**src/rtl/move_scheduler_if.sv**
```systemverilog
// Command handshake between move_scheduler (master) and the piece engine (slave).
// The master holds cmd_valid and cmd until the slave returns a one-cycle cmd_ack.
interface move_scheduler_if;
  logic       cmd_valid;
  logic [2:0] cmd;
  logic       cmd_ack;

  modport master (output cmd_valid, output cmd, input cmd_ack);
  modport slave  (input cmd_valid, input cmd, output cmd_ack);
endinterface

```
**src/rtl/move_scheduler.sv**
```systemverilog
// move_scheduler: merges debounced/auto-repeated button presses and a
// level-scaled gravity tick into one piece-engine command at a time.
// Command codes: 0=LEFT 1=RIGHT 2=DOWN 3=ROTATE 4=GRAVITY. Pending bits are
// indexed by the same codes, so the acked command clears pend[cmd].
module move_scheduler #(
  parameter logic [23:0] TICK_DIV   = 24'd8_388_608,
  parameter logic [23:0] LVL_STEP   = 24'd524_288,
  parameter logic [23:0] MIN_PERIOD = 24'd1_048_576,
  parameter logic [19:0] DEB_CYCLES = 20'd1_000_000,
  parameter logic [23:0] RPT_CYCLES = 24'd10_000_000
) (
  input  logic             Clk,
  input  logic             Reset_n,
  input  logic             Start,
  input  logic             game_over,
  input  logic             BtnL,
  input  logic             BtnR,
  input  logic             BtnD,
  input  logic             BtnU,
  input  logic [3:0]       level,
  move_scheduler_if.master cmd_if,
  output logic             running,
  output logic             grav_ovr
);

  typedef enum logic [1:0] {S_IDLE, S_RUN, S_ISSUE, S_OVER} state_t;

  localparam logic [19:0] DEB_LAST = DEB_CYCLES - 20'd1;
  localparam logic [23:0] RPT_LAST = RPT_CYCLES - 24'd1;

  // Highest-priority pending request: GRAVITY > ROTATE > LEFT > RIGHT > DOWN.
  function automatic logic [2:0] pick_cmd(input logic [4:0] p);
    if (p[4])      return 3'd4;
    else if (p[3]) return 3'd3;
    else if (p[0]) return 3'd0;
    else if (p[1]) return 3'd1;
    else           return 3'd2;
  endfunction

  // Gravity period clamped to the floor; 28-bit math so a large level never wraps.
  function automatic logic [23:0] grav_period(input logic [3:0] lvl);
    logic [27:0] prod;
    logic [27:0] diff;
    prod = 28'(lvl) * 28'(LVL_STEP);
    diff = (prod >= {4'd0, TICK_DIV}) ? 28'd0 : ({4'd0, TICK_DIV} - prod);
    if (diff < {4'd0, MIN_PERIOD}) return MIN_PERIOD;
    else                           return diff[23:0];
  endfunction

  state_t      state_q, state_d;
  logic        cmd_valid_q, cmd_valid_d;
  logic [2:0]  cmd_q, cmd_d;
  logic        running_q, running_d;
  logic        grav_ovr_q, grav_ovr_d;
  logic [4:0]  pend_q, pend_d;
  logic [23:0] grav_cnt_q, grav_cnt_d;
  logic [3:0]  sync1_q, sync1_d;
  logic [3:0]  sync2_q, sync2_d;
  logic [3:0]  deb_q, deb_d;
  logic [19:0] deb_cnt_q [4];
  logic [19:0] deb_cnt_d [4];
  logic [23:0] rpt_cnt_q [3];
  logic [23:0] rpt_cnt_d [3];

  logic [3:0]  rise;
  logic [2:0]  rpt_hit;
  logic [3:0]  btn_evt;
  logic [23:0] grav_load;
  logic        active;
  logic        grav_exp;
  logic [4:0]  pend_set;
  logic [4:0]  pend_clr;

  assign cmd_if.cmd_valid = cmd_valid_q;
  assign cmd_if.cmd       = cmd_q;
  assign running          = running_q;
  assign grav_ovr         = grav_ovr_q;

  // Button path: 2-FF sync, stability debounce, press edge and L/R/D auto-repeat.
  always_comb begin
    sync1_d = {BtnU, BtnD, BtnR, BtnL};
    sync2_d = sync1_q;
    deb_d   = deb_q;
    for (int i = 0; i < 4; i++) begin
      deb_cnt_d[i] = deb_cnt_q[i];
      if (sync2_q[i] == deb_q[i]) begin
        deb_cnt_d[i] = 20'd0;
      end else if (deb_cnt_q[i] == DEB_LAST) begin
        deb_d[i]     = sync2_q[i];
        deb_cnt_d[i] = 20'd0;
      end else begin
        deb_cnt_d[i] = deb_cnt_q[i] + 20'd1;
      end
    end
    rise = deb_d & ~deb_q;
    // Repeat counter restarts at the press and is held clear once released.
    for (int i = 0; i < 3; i++) begin
      rpt_hit[i]   = 1'b0;
      rpt_cnt_d[i] = 24'd0;
      if (!rise[i] && deb_d[i]) begin
        if (rpt_cnt_q[i] == RPT_LAST) begin
          rpt_hit[i] = 1'b1;
        end else begin
          rpt_cnt_d[i] = rpt_cnt_q[i] + 24'd1;
        end
      end
    end
    btn_evt = rise | {1'b0, rpt_hit};
  end

  // Scheduler FSM next state, gravity counter and pending-request bookkeeping.
  always_comb begin
    state_d     = state_q;
    cmd_d       = cmd_q;
    cmd_valid_d = cmd_valid_q;
    grav_ovr_d  = grav_ovr_q;
    grav_cnt_d  = grav_cnt_q;
    pend_clr    = 5'd0;
    grav_load   = grav_period(level) - 24'd1;
    active      = (state_q == S_RUN) || (state_q == S_ISSUE);
    grav_exp    = active && (grav_cnt_q == 24'd0);

    if (active) begin
      grav_cnt_d = grav_exp ? grav_load : (grav_cnt_q - 24'd1);
    end
    pend_set = active ? {grav_exp, btn_evt} : 5'd0;
    if (grav_exp && pend_q[4]) begin
      grav_ovr_d = 1'b1;
    end

    case (state_q)
      S_IDLE, S_OVER: begin
        cmd_valid_d = 1'b0;
        if (Start) begin
          state_d    = S_RUN;
          grav_cnt_d = grav_load;
          grav_ovr_d = 1'b0;
        end
      end
      S_RUN: begin
        if (game_over) begin
          state_d = S_OVER;
        end else if (|pend_q) begin
          cmd_d       = pick_cmd(pend_q);
          cmd_valid_d = 1'b1;
          state_d     = S_ISSUE;
        end
      end
      S_ISSUE: begin
        if (cmd_if.cmd_ack) begin
          pend_clr[cmd_q] = 1'b1;
          cmd_valid_d     = 1'b0;
          state_d         = S_RUN;
        end
      end
      default: state_d = S_IDLE;
    endcase

    // Set wins over a same-cycle clear; nothing stays pending outside play.
    pend_d    = active ? ((pend_q & ~pend_clr) | pend_set) : 5'd0;
    running_d = (state_d == S_RUN) || (state_d == S_ISSUE);
  end

  // State and registered outputs; async reset also drops cmd_valid immediately.
  always_ff @(posedge Clk or negedge Reset_n) begin
    if (!Reset_n) begin
      state_q     <= S_IDLE;
      cmd_valid_q <= 1'b0;
      cmd_q       <= 3'd0;
      running_q   <= 1'b0;
      grav_ovr_q  <= 1'b0;
      pend_q      <= 5'd0;
      grav_cnt_q  <= 24'd0;
      sync1_q     <= 4'd0;
      sync2_q     <= 4'd0;
      deb_q       <= 4'd0;
      for (int i = 0; i < 4; i++) deb_cnt_q[i] <= 20'd0;
      for (int i = 0; i < 3; i++) rpt_cnt_q[i] <= 24'd0;
    end else begin
      state_q     <= state_d;
      cmd_valid_q <= cmd_valid_d;
      cmd_q       <= cmd_d;
      running_q   <= running_d;
      grav_ovr_q  <= grav_ovr_d;
      pend_q      <= pend_d;
      grav_cnt_q  <= grav_cnt_d;
      sync1_q     <= sync1_d;
      sync2_q     <= sync2_d;
      deb_q       <= deb_d;
      for (int i = 0; i < 4; i++) deb_cnt_q[i] <= deb_cnt_d[i];
      for (int i = 0; i < 3; i++) rpt_cnt_q[i] <= rpt_cnt_d[i];
    end
  end

endmodule

```
**src/flat_wrapper.sv**
```systemverilog
// flat-port wrapper written by rule: the top's interface ports become plain ports
module move_scheduler_flat 
#(
  parameter logic [23:0] TICK_DIV   = 24'd8_388_608,
  parameter logic [23:0] LVL_STEP   = 24'd524_288,
  parameter logic [23:0] MIN_PERIOD = 24'd1_048_576,
  parameter logic [19:0] DEB_CYCLES = 20'd1_000_000,
  parameter logic [23:0] RPT_CYCLES = 24'd10_000_000
)
  (Clk, Reset_n, Start, game_over, BtnL, BtnR, BtnD, BtnU, level, running, grav_ovr, cmd_if_cmd_valid, cmd_if_cmd, cmd_if_cmd_ack);
  move_scheduler_if cmd_if_i ();
  input  logic Clk;
  input  logic Reset_n;
  input  logic Start;
  input  logic game_over;
  input  logic BtnL;
  input  logic BtnR;
  input  logic BtnD;
  input  logic BtnU;
  input  logic [3:0] level;
  output logic running;
  output logic grav_ovr;
  output wire logic [$bits(cmd_if_i.cmd_valid)-1:0] cmd_if_cmd_valid;
  output wire logic [$bits(cmd_if_i.cmd)-1:0] cmd_if_cmd;
  input wire logic [$bits(cmd_if_i.cmd_ack)-1:0] cmd_if_cmd_ack;
  assign cmd_if_cmd_valid = cmd_if_i.cmd_valid;
  assign cmd_if_cmd = cmd_if_i.cmd;
  assign cmd_if_i.cmd_ack = cmd_if_cmd_ack;
  move_scheduler #(.TICK_DIV(TICK_DIV), .LVL_STEP(LVL_STEP), .MIN_PERIOD(MIN_PERIOD), .DEB_CYCLES(DEB_CYCLES), .RPT_CYCLES(RPT_CYCLES)) u_core (.Clk(Clk), .Reset_n(Reset_n), .Start(Start), .game_over(game_over), .BtnL(BtnL), .BtnR(BtnR), .BtnD(BtnD), .BtnU(BtnU), .level(level), .cmd_if(cmd_if_i), .running(running), .grav_ovr(grav_ovr));
endmodule
```
**config.mk**
```make
export PLATFORM = sky130hd
export DESIGN_NAME = move_scheduler_flat
export DESIGN_NICKNAME = d
export VERILOG_FILES = /design/src/rtl/move_scheduler_if.sv /design/src/rtl/move_scheduler.sv /design/src/flat_wrapper.sv
export SDC_FILE = /design/constraint.sdc
export NUM_CORES = 1
export LEC_CHECK = 0
export CAP_MARGIN = 20
export CORE_ASPECT_RATIO = 1.4
export CORE_UTILIZATION = 63
export CTS_CLUSTER_SIZE = 30
export DETAILED_ROUTE_END_ITERATION = 7
export HOLD_SLACK_MARGIN = 0.03
export PLACE_DENSITY = 0.87
export SYNTH_ARGS = -nofsm -noshare
export SYNTH_HDL_FRONTEND = slang
export SYNTH_SLANG_ARGS = --single-unit
```
**constraint.sdc**
```tcl
create_clock -name Clk -period 2.4 [get_ports Clk]
set_input_delay 0.36 -clock Clk [delete_from_list [all_inputs] [get_ports Clk]]
set_output_delay 0.36 -clock Clk [all_outputs]
set_load 0.01 [all_outputs]
```
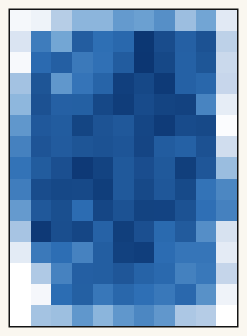
Figure 1: cell area per tile.
The die is cut into 11 by 15 equal tiles; white is low, dark blue is high, 0 to 100% covered.
- tiles over 75% full: 56%
- nearly empty tiles: 3.0%
- densest ninth of the die: centre

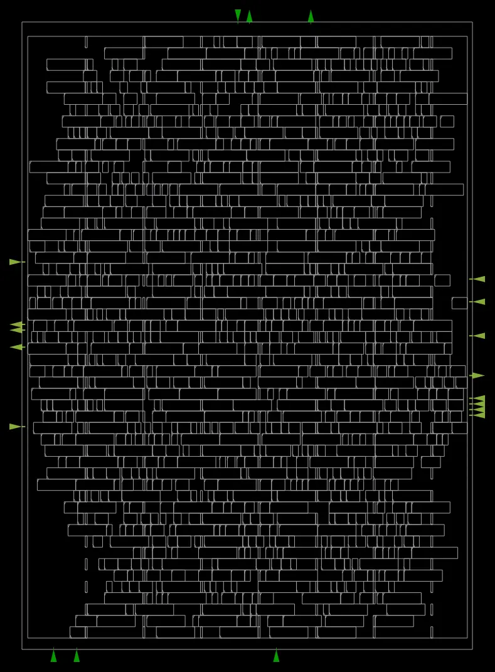
Figure 2: cell placement.
row cnt: 53
area of the core: 15,200 sq um

==> flow_summary.toml <==
# yosys + openroad results
[synthesis]
synth_compound_gate_area_share_pct = 4.07
ys.flops = 201
yosys_cells = 1017
syn_avg_cell_area_sq_um = 9.74
post_synth_and_or_nand_nor_area_fraction_pct = 26.5
yosysMostFrequentCell = "dfrtp_1"
synth.area.top_cells = "dfrtp_1 51%, xor2_1 7.8%, nor2_1 6.7%"
synthTopLogicFamily = "simple AND/OR/NAND/NOR gates"
mux_area_share_pct = 0.543
ys_async_sr_fraction_pct = 100

[final_timing]
drv_slew = 0
rsz0062_at_grt = "true"
final.setup_skew_ns = 0.0121
top_achievable_clock_speed_mhz = 422

[detailed_routing]
top_sig_layer = "met4"
drt-pass1-iter-count = 5
drcViolationCount = 0

[grt]
use_met1_pct = 32.0
grt_start_max_net_pins = 66
first_global_vias = 7514
all_layer_gr_usage_pct = 25.7

[floorplanning]
dieArea_sq_um = 16200
dieWidth_um = 108

[placed_design]
detailedPlace.worstSlack_ns = -0.263
detailedPlacementHpwl_um = 12900

[cts]
numClockSinks = 201
clock_tree.root_cell = "clkbuf_16"

[hold_path]
hold_path.class = "in -> reg"

[finish]
layoutNonFillerInstCount = 1280
lay_top_cells = "201 x dfrtp_1, 178 x nor2_1, 88 x xor2_1"

[worst_setup_path]
path_class = "reg -> reg"
regToRegSetupSlack_ns = 0.03
cp_slowest_stage_delay_ns = 0.62
crit_arrival_ns = 2.74
end_kind = "flip-flop"
setup.worst_path.end = "u_core.grav_cnt_q[19]"
crit_chain = "or4_4 -> or4_4 -> nor3_4 -> buf_4 -> nor3_1 -> o31ai_1"

[pwr]
p_sw_w = 0.00194
pwr.group.clock_w = 0.00309
finalPower_w = 0.00765

[run_status]
status = "complete, no violations"
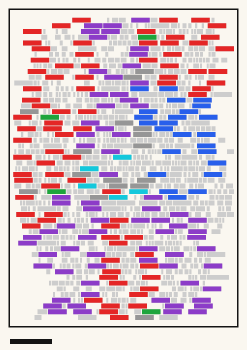
Figure 3: where the registers sit.
Scale bar: 20 um. Other sequential cells in the stronger grey, the rest of the logic in the fainter grey.
- purple: u_core.rpt_cnt_q (placed flops 72)
- green: u_core.sync2_q (placed flops 4)
- cyan: u_core.pend_q (placed flops 5; where centre)
- red: u_core.deb_cnt_q (placed flops 80; where widely spread)
- blue: u_core.grav_cnt_q (placed flops 24)
- not coloured: 16
final cell utilization of the core: 74.1%
share of cell area taken by flip-flops and latches: 44.7%
Reg area: 5030 sq um

layout make-up:
cell class                      instances  area (sq um)  area share [%]
Clock buffer                           27           588            5.23
Tap cell                              192           240            2.14
Inverter                               35           131            1.17
Sequential cell                       201          5030            44.7
Clock inverter                          7          66.3           0.589
Timing Repair Buffer                   59           519            4.62
Multi-Input combinational cell        759          4680            41.6
state kept, by name, summed over array words and instances (netlist names), 2 cells and up:
signal	cells
u_core.cmd_if.cmd	3
u_core.deb_cnt_q	80
u_core.deb_q	4
u_core.grav_cnt_q	24
u_core.pend_q	5
u_core.rpt_cnt_q	72
u_core.state_q	2
u_core.sync1_q	4
u_core.sync2_q	4
critical path: cells and delay by family (launching register included):
family	cells	cell delay (ns)
AND/OR/NAND/NOR	4	1.41
flip-flops	1	0.42
AND-OR/OR-AND	1	0.25
buffers and inverters	1	0.17
